$ cat config.mk
export PLATFORM = sky130hd
export DESIGN_NAME = mac_fp32_accum_seq_flat
export DESIGN_NICKNAME = d
export VERILOG_FILES = /design/src/rtl/mac_fp32_accum_seq_if.sv /design/src/rtl/mac_fp32_accum_seq.sv /design/src/flat_wrapper.sv
export SDC_FILE = /design/constraint.sdc
export NUM_CORES = 1
export LEC_CHECK = 0
export ABC_AREA = 1
export CORE_MARGIN = 1.5
export CORE_UTILIZATION = 45
export DETAILED_ROUTE_END_ITERATION = 16
export GPL_TIMING_DRIVEN = 0
export PLACE_DENSITY = 0.86
export SLEW_MARGIN = 20
export SYNTH_ARGS = -nofsm -noshare
export SYNTH_HDL_FRONTEND = slang
export SYNTH_SLANG_ARGS = --single-unit
$ cat constraint.sdc
create_clock -name clk -period 2.95 [get_ports clk]
set_input_delay 0.295 -clock clk [delete_from_list [all_inputs] [get_ports clk]]
set_output_delay 0.295 -clock clk [all_outputs]
set_load 0.03 [all_outputs]
$ cat src/rtl/mac_fp32_accum_seq_if.sv
// Handshake/bus bundle for mac_fp32_accum_seq.
//  start/len      : run request (len = number of FP32 terms)
//  in_*           : term stream, valid/ready
//  add_g_*/add_l_*: greater/lesser-magnitude operands to the external adder
//  add_o_*        : registered result from the external adder
//  out_*          : final sum, valid/ready
//  busy           : sequencer not idle
// master = producer/consumer/adder side, slave = sequencer.
interface mac_fp32_accum_seq_if #(
  parameter int LEN_W = 8
);
  logic             start;
  logic [LEN_W-1:0] len;
  logic             in_valid;
  logic             in_ready;
  logic [31:0]      in_data;
  logic             add_g_sign;
  logic [7:0]       add_g_exp;
  logic [22:0]      add_g_mant;
  logic             add_l_sign;
  logic [7:0]       add_l_exp;
  logic [22:0]      add_l_mant;
  logic             add_o_sign;
  logic [7:0]       add_o_exp;
  logic [22:0]      add_o_mant;
  logic             out_valid;
  logic             out_ready;
  logic [31:0]      out_data;
  logic             busy;

  modport master (
    output start, len, in_valid, in_data, add_o_sign, add_o_exp, add_o_mant, out_ready,
    input  in_ready, add_g_sign, add_g_exp, add_g_mant, add_l_sign, add_l_exp, add_l_mant,
           out_valid, out_data, busy
  );

  modport slave (
    input  start, len, in_valid, in_data, add_o_sign, add_o_exp, add_o_mant, out_ready,
    output in_ready, add_g_sign, add_g_exp, add_g_mant, add_l_sign, add_l_exp, add_l_mant,
           out_valid, out_data, busy
  );
endinterface

$ cat src/rtl/mac_fp32_accum_seq.sv
// FP32 accumulation sequencer for the MAC unit's single-cycle adder.
// Takes len terms over a valid/ready stream, keeps a running FP32 sum and
// feeds each add to the external adder as (greater, lesser) by magnitude.
// Ports:
//  clk  : clock, rising edge
//  rst  : asynchronous active-high reset, aborts any run
//  bus  : mac_fp32_accum_seq_if.slave (start/len, in_*, add_*, out_*, busy)
module mac_fp32_accum_seq #(
  parameter int LEN_W      = 8,
  parameter bit ZERO_CANON = 1'b1
) (
  input logic                  clk,
  input logic                  rst,
  mac_fp32_accum_seq_if.slave  bus
);

  typedef enum logic [2:0] {
    S_IDLE, S_FETCH, S_ISSUE, S_WAIT, S_RESULT
  } state_t;

  state_t           state_q, state_d;
  logic [LEN_W-1:0] cnt_q, cnt_d;
  logic             first_q, first_d;
  logic [31:0]      acc_q, acc_d;
  logic [31:0]      g_q, g_d;
  logic [31:0]      l_q, l_d;
  logic [31:0]      sum_w;
  logic             o_zero;

  // Adder result with an optional +0 canonicalisation of zero magnitudes.
  assign o_zero = (bus.add_o_exp == 8'd0) && (bus.add_o_mant == 23'd0);
  assign sum_w  = {bus.add_o_sign & ~(ZERO_CANON && o_zero), bus.add_o_exp, bus.add_o_mant};

  always_ff @(posedge clk or posedge rst) begin
    if (rst) begin
      state_q <= S_IDLE;
      cnt_q   <= '0;
      first_q <= 1'b0;
      acc_q   <= '0;
      g_q     <= '0;
      l_q     <= '0;
    end else begin
      state_q <= state_d;
      cnt_q   <= cnt_d;
      first_q <= first_d;
      acc_q   <= acc_d;
      g_q     <= g_d;
      l_q     <= l_d;
    end
  end

  always_comb begin
    state_d = state_q;
    cnt_d   = cnt_q;
    first_d = first_q;
    acc_d   = acc_q;
    g_d     = g_q;
    l_d     = l_q;
    case (state_q)
      S_IDLE: begin
        if (bus.start) begin
          if (bus.len == '0) begin
            acc_d   = '0;
            state_d = S_RESULT;
          end else begin
            cnt_d   = bus.len;
            first_d = 1'b1;
            state_d = S_FETCH;
          end
        end
      end
      S_FETCH: begin
        if (bus.in_valid) begin
          if (first_q) begin
            // First term seeds the accumulator without an add.
            acc_d   = bus.in_data;
            cnt_d   = cnt_q - 1'b1;
            first_d = 1'b0;
            state_d = (cnt_q == LEN_W'(1)) ? S_RESULT : S_FETCH;
          end else begin
            // Magnitude order on {exp,mant}; a tie keeps acc on the greater port.
            if (acc_q[30:0] >= bus.in_data[30:0]) begin
              g_d = acc_q;
              l_d = bus.in_data;
            end else begin
              g_d = bus.in_data;
              l_d = acc_q;
            end
            state_d = S_ISSUE;
          end
        end
      end
      S_ISSUE: state_d = S_WAIT;
      S_WAIT: begin
        acc_d   = sum_w;
        cnt_d   = cnt_q - 1'b1;
        state_d = (cnt_q == LEN_W'(1)) ? S_RESULT : S_FETCH;
      end
      S_RESULT: begin
        if (bus.out_ready) state_d = S_IDLE;
      end
      default: state_d = S_IDLE;
    endcase
  end

  assign bus.in_ready   = (state_q == S_FETCH);
  assign bus.out_valid  = (state_q == S_RESULT);
  assign bus.busy       = (state_q != S_IDLE);
  assign bus.out_data   = acc_q;
  assign bus.add_g_sign = g_q[31];
  assign bus.add_g_exp  = g_q[30:23];
  assign bus.add_g_mant = g_q[22:0];
  assign bus.add_l_sign = l_q[31];
  assign bus.add_l_exp  = l_q[30:23];
  assign bus.add_l_mant = l_q[22:0];

endmodule

$ cat src/flat_wrapper.sv
// flat-port wrapper written by rule: the top's interface ports become plain ports
module mac_fp32_accum_seq_flat 
#(
  parameter int LEN_W      = 8,
  parameter bit ZERO_CANON = 1'b1
)
  (clk, rst, bus_start, bus_len, bus_in_valid, bus_in_data, bus_add_o_sign, bus_add_o_exp, bus_add_o_mant, bus_out_ready, bus_in_ready, bus_add_g_sign, bus_add_g_exp, bus_add_g_mant, bus_add_l_sign, bus_add_l_exp, bus_add_l_mant, bus_out_valid, bus_out_data, bus_busy);
  mac_fp32_accum_seq_if #(.LEN_W(LEN_W)) bus_i ();
  input logic clk;
  input logic rst;
  input wire logic [$bits(bus_i.start)-1:0] bus_start;
  input wire logic [$bits(bus_i.len)-1:0] bus_len;
  input wire logic [$bits(bus_i.in_valid)-1:0] bus_in_valid;
  input wire logic [$bits(bus_i.in_data)-1:0] bus_in_data;
  input wire logic [$bits(bus_i.add_o_sign)-1:0] bus_add_o_sign;
  input wire logic [$bits(bus_i.add_o_exp)-1:0] bus_add_o_exp;
  input wire logic [$bits(bus_i.add_o_mant)-1:0] bus_add_o_mant;
  input wire logic [$bits(bus_i.out_ready)-1:0] bus_out_ready;
  output wire logic [$bits(bus_i.in_ready)-1:0] bus_in_ready;
  output wire logic [$bits(bus_i.add_g_sign)-1:0] bus_add_g_sign;
  output wire logic [$bits(bus_i.add_g_exp)-1:0] bus_add_g_exp;
  output wire logic [$bits(bus_i.add_g_mant)-1:0] bus_add_g_mant;
  output wire logic [$bits(bus_i.add_l_sign)-1:0] bus_add_l_sign;
  output wire logic [$bits(bus_i.add_l_exp)-1:0] bus_add_l_exp;
  output wire logic [$bits(bus_i.add_l_mant)-1:0] bus_add_l_mant;
  output wire logic [$bits(bus_i.out_valid)-1:0] bus_out_valid;
  output wire logic [$bits(bus_i.out_data)-1:0] bus_out_data;
  output wire logic [$bits(bus_i.busy)-1:0] bus_busy;
  assign bus_i.start = bus_start;
  assign bus_i.len = bus_len;
  assign bus_i.in_valid = bus_in_valid;
  assign bus_i.in_data = bus_in_data;
  assign bus_i.add_o_sign = bus_add_o_sign;
  assign bus_i.add_o_exp = bus_add_o_exp;
  assign bus_i.add_o_mant = bus_add_o_mant;
  assign bus_i.out_ready = bus_out_ready;
  assign bus_in_ready = bus_i.in_ready;
  assign bus_add_g_sign = bus_i.add_g_sign;
  assign bus_add_g_exp = bus_i.add_g_exp;
  assign bus_add_g_mant = bus_i.add_g_mant;
  assign bus_add_l_sign = bus_i.add_l_sign;
  assign bus_add_l_exp = bus_i.add_l_exp;
  assign bus_add_l_mant = bus_i.add_l_mant;
  assign bus_out_valid = bus_i.out_valid;
  assign bus_out_data = bus_i.out_data;
  assign bus_busy = bus_i.busy;
  mac_fp32_accum_seq #(.LEN_W(LEN_W), .ZERO_CANON(ZERO_CANON)) u_core (.clk(clk), .rst(rst), .bus(bus_i));
endmodule
**Run 1: placed standard cells**

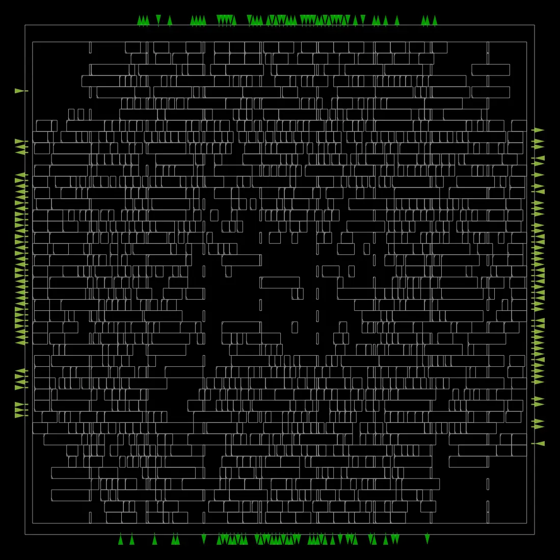
final design utilization: 63.6%
total number of placement rows: 43

**Run 1: gate-type map**

(4 px per µm)
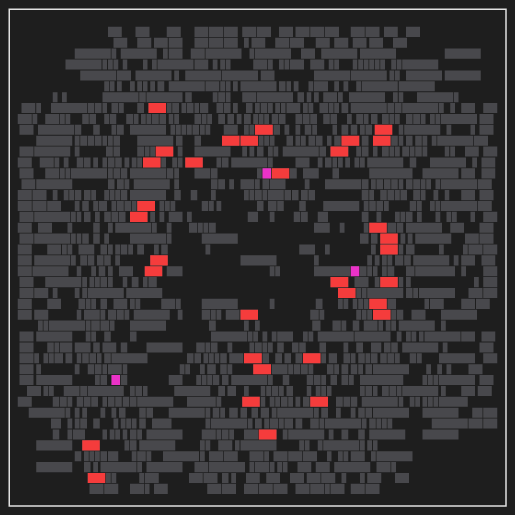
[magenta] and/or cells | cells: 3
[red] fa/ha/maj cells | cells: 33 | most used: ha_1

==> results.toml, run 1 <==
# yosys + openroad results
[power]
peakVddDrop_mv = 0.534
total_leakage_power_nw = 4.55
seq_power_share_pct = 26.8
cellInternalPower_mw = 5.01

[synth]
async_flop_share_pct = 100
ys_chip_area_um2 = 6570
netlist_logic_family_top = "simple AND/OR/NAND/NOR gates"
synth.mux.area_fraction_pct = 0
ys_sh_aoi_pct = 8.38
yosys.cell_count.top_type = "nand2_1"
post_synth_edffs = 0

[drt]
met2RoutedLength_mm = 9.47
dr.max_layer_used = "met4"
wire_length_per_cell_um = 15.7
route.final.wire_length_mm = 20.2
remaining_drc_errors = 0
dr_vias = 6870
viasPerCell = 5.32

[finish]
finalNetCount = 1217
final.signal_buffer_count = 224
multiInputGateArea_um2 = 3110
register_area_um2 = 2700
area_dominant_class = "logic gates"
flow.area_growth_from_synthesis_pct = 36.1

[final_timing]
final.period_utilization_pct = 80.1
final.setup.tns_ns = 0
unrepaired_setup_endpoints_after_global_routing = "no"
slew_viol_final = 0

[clock_network]
cts-hold-fix-buffers = 0
worstSkewPairLatency_ns = 0.36
clock_tree.htree_level_count = 3
clockBufferDepth = 2

[setup_path]
timing.critical_path.arrival_ns = 2.61
worstReg2RegStart = "u_core.bus.out_data[30]$_DFFE_PP0P_"
worst_stage_delay_on_the_critical_path_ns = 0.49
worst_flop_to_flop_path_endpoint = "u_core.g_q[31]$_DFFE_PP0P_"
minimum_setup_slack_among_reg_to_reg_paths_ns = 0.63
critical_path.slowest_cell = "clkdlybuf4s50_1"
worstPathRequired_ns = 3.20
r2r_worst_path_depth = 11
timing.setup.critical_path_class = "input pin to flip-flop"
worst_setup_path_start_kind = "input pin"

[placement]
dpl.hpwl_mm = 15.1
placement.cell_area_um2 = 8610
input_output_buffers = 175

[global_routing]
globalRouteMet3Util_pct = 4.35
first_global_vias = 6686
globalRouteMet1Util_pct = 36.0

[status]
run_status = "finished clean"

[flow_run]
timing.max_cap.violations = 0

[die]
die_w_um = 124
**Run 1: drive-strength map**

(4 px per µm)
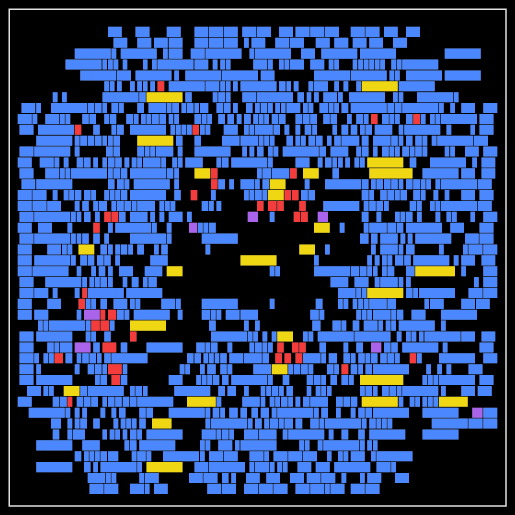
[blue] x1 and smaller | cells: 1039 | share: 93%
[purple] x3 and x4 | cells: 7 | share: 0.63%
[yellow] x6 and larger | cells: 26 | share: 2.3%
[red] x2 | cells: 40 | share: 3.6%

**Run 1: I/O pins on the die edge**

(4 px per µm) Pins as bars across the die edge, other pins in grey.
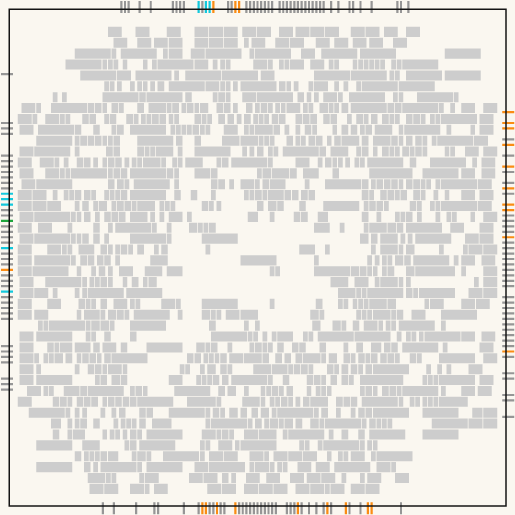
[orange] bus_add_l_mant | pins: 23 | direction: output | edge: 10 right, 9 bottom, 3 top, 1 left
[green] bus_add_o_sign | pins: 1 | direction: input | edge: left
[cyan] bus_add_o_exp | pins: 8 | direction: input | edge: 5 left, 3 top
all pins by edge: 48 top, 44 right, 42 left, 42 bottom

**Run 1: I/O nets highlighted**

(2 px per µm)
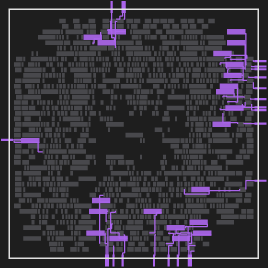

==> run 2, diff against run 1 <==
- CORE_UTILIZATION: 45 -> 49
- PLACE_DENSITY: 0.86 -> 0.89
- clock period: 2.95 -> 2.2 ns (I/O delays scaled with it)
**Run 2: I/O nets highlighted**

(2 px per µm)
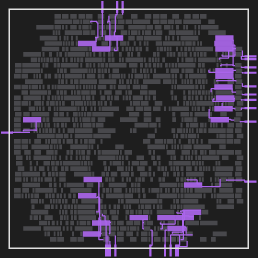
[purple] bus_add_l_mant | direction: output | end cells: 23 | buffers: 23 | wire: 518 µm

**Run 2: drive-strength map**

(4 px per µm)
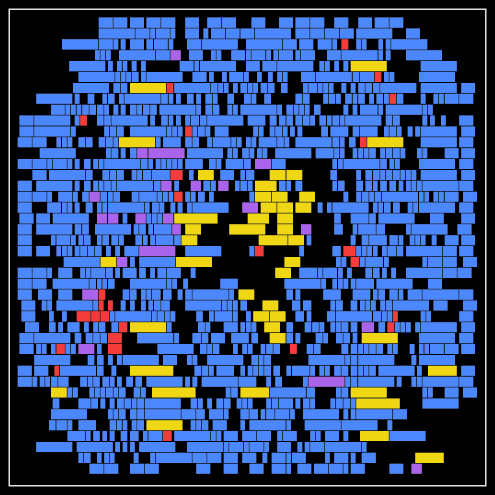
[blue] x1 and smaller | cells: 1025 | share: 92%
[red] x2 | cells: 27 | share: 2.4%
[purple] x3 and x4 | cells: 22 | share: 2.0%
[yellow] x6 and larger | cells: 45 | share: 4.0%

==> run 2 against run 1 <==
Net effect: final cell count is 0.23% higher; critical path type is now flip-flop to flip-flop; die area fell by 8.0%; via count grew 1.9%; sequential share of layout area down 1.0 points; largest cell class unchanged; register-to-register slack worse by 0.57 ns.
==> results.toml, run 2 <==
# yosys + openroad results
[clock_network]
clock_tree.htree_level_count = 3
cts-hold-fix-buffers = 0
clockBufferDepth = 2
worstSkewPairLatency_ns = 0.37

[finish]
finish.utilization_pct = 70.4
flow.area_growth_from_synthesis_pct = 40.9
final.signal_buffer_count = 231
multiInputGateArea_um2 = 3190
register_area_um2 = 2700

[setup_path]
minimum_setup_slack_among_reg_to_reg_paths_ns = 0.06
r2r_worst_path_depth = 13
timing.critical_path.arrival_ns = 2.40
critical_path.slowest_cell = "dfrtp_1"
worst_stage_delay_on_the_critical_path_ns = 0.43
worstPathRequired_ns = 2.46

[global_routing]
globalRouteMet1Util_pct = 39.1
globalRouteMet3Util_pct = 5.89
first_global_vias = 6523

[drt]
wire_length_per_cell_um = 15.9
dr_vias = 6998
met2RoutedLength_mm = 9.66
dr.max_layer_used = "met4"
viasPerCell = 5.40
remaining_drc_errors = 0

[power]
seq_power_share_pct = 25.8
total_leakage_power_nw = 4.69
peakVddDrop_mv = 0.749
cellInternalPower_mw = 7.12

[synth]
netlist_logic_family_top = "simple AND/OR/NAND/NOR gates"
post_synth_edffs = 0
async_flop_share_pct = 100
ys_chip_area_um2 = 6570
ys_sh_aoi_pct = 8.38
yosys.cell_count.top_type = "nand2_1"

[status]
run_status = "finished clean"

[die]
rows = 42
die_w_um = 119

[placement]
dpl.hpwl_mm = 14.8

[final_timing]
final.period_utilization_pct = 97.4
slew_viol_final = 0

[flow_run]
timing.max_cap.violations = 0
**Run 2: I/O pins on the die edge**

(4 px per µm) Pins as bars across the die edge, other pins in grey.
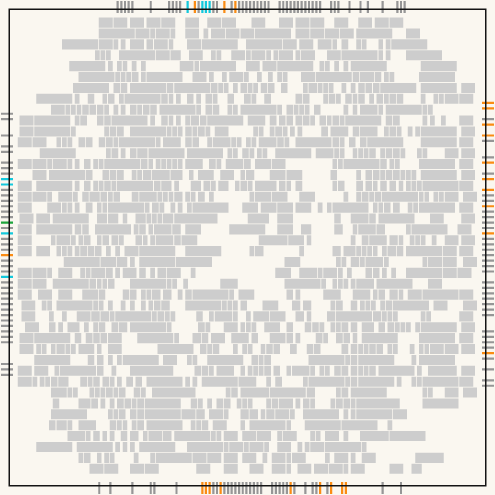

==> run 3, diff against run 2 <==
- CAP_MARGIN: unset -> 40
- CELL_PAD_IN_SITES_DETAIL_PLACEMENT: unset -> 0
- CELL_PAD_IN_SITES_GLOBAL_PLACEMENT: unset -> 1
- CORE_UTILIZATION: 49 -> 35
- PLACE_DENSITY: 0.89 -> 0.9
**Run 3: I/O pins on the die edge**

(3 px per µm) Pins as bars across the die edge, other pins in grey.
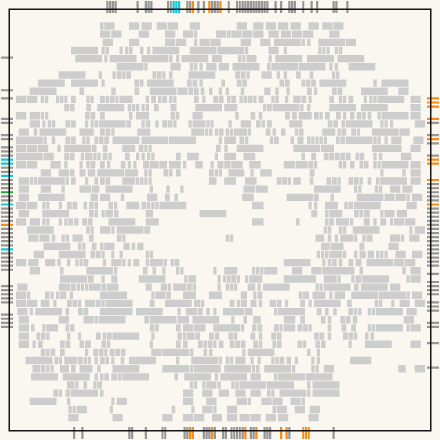
[cyan] bus_add_o_exp | pins: 8 | direction: input | edge: 5 left, 3 top
[green] bus_add_o_sign | pins: 1 | direction: input | edge: left
[orange] bus_add_l_mant | pins: 23 | direction: output | edge: 10 bottom, 9 right, 3 top, 1 left
all pins by edge: 47 left, 47 top, 45 right, 37 bottom

**Run 3: gate-type map**

(3 px per µm)
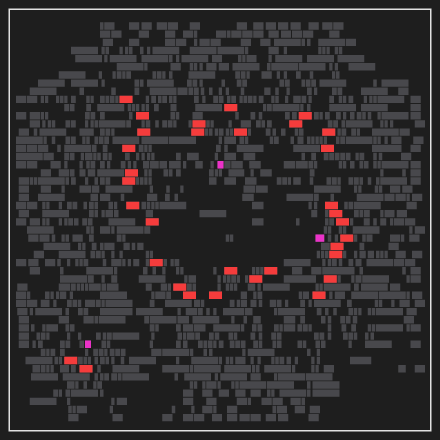
[red] fa/ha/maj cells | cells: 33 | most used: ha_1
[magenta] and/or cells | cells: 3

==> run 3 against run 2 <==
Net effect: critical path depth decreased by 9; core utilization fell by 20 points; first-iteration DRC count is 33% lower; final cell count is 3.9% higher; global-route usage down 7.3 points; worst hold slack gained 0.092 ns; non-clock buffer count decreased by 2; largest power group unchanged; die area increased by 39%.
==> results.toml, run 3 <==
# yosys + openroad results
[synth]
yosys.cell_count.top_type = "nand2_1"
post_synth_edffs = 0
ys_sh_aoi_pct = 8.38
top_cells_by_area = "dfrtp_1, nand2_1, nand3_1"
netlist_logic_family_top = "simple AND/OR/NAND/NOR gates"
ys_chip_area_um2 = 6570
netlist-cell-type-count = 31
async_flop_share_pct = 100

[placement]
dpl.hpwl_mm = 15.9
place.detailed.instances = 1325

[drt]
dr.max_layer_used = "met4"
viasPerCell = 4.93
drtIter0Drc = 454
dr_vias = 6626
met2RoutedLength_mm = 9.58
wire_length_per_cell_um = 15.6

[finish]
register_area_um2 = 2700
flow.area_growth_from_synthesis_pct = 40.0
final.signal_buffer_count = 229
fillCellCount = 1787
multiInputGateArea_um2 = 3150
finish.utilization_pct = 50.5

[power]
comb_power_share_pct = 59.4
seq_power_share_pct = 26.1
cellInternalPower_mw = 6.98
peakVddDrop_mv = 0.745
total_leakage_power_nw = 4.63

[global_routing]
globalRouteMet1Util_pct = 29.4
antenna_violations_before_repair = 0
first_global_vias = 6412
globalRouteMet3Util_pct = 4.85
global_route_wire_length_before_repair_mm = 33.4
met2_layer_usage_reported_by_global_route_pct = 34.9

[setup_path]
timing.critical_path.arrival_ns = 1.88
critical_path.slowest_cell = "clkdlybuf4s50_1"
r2r_worst_path_depth = 12
worst_stage_delay_on_the_critical_path_ns = 0.69
minimum_setup_slack_among_reg_to_reg_paths_ns = 0.11
worstPathRequired_ns = 1.98

[die]
rows = 49
die_w_um = 140

[final_timing]
worst_pin_slew_ns = 0.710
slew_viol_final = 0
slew_headroom_pct = 52.6
unrepaired_setup_endpoints_after_global_routing = "yes"

[status]
run_status = "finished clean"

[clock_network]
cts-hold-fix-buffers = 0
worstSkewPairLatency_ns = 0.36
clockBufferDepth = 2
clock_tree.htree_level_count = 3

[flow_run]
timing.max_cap.violations = 0
Power figures rest on the tool's default switching activity, not on a simulated workload.
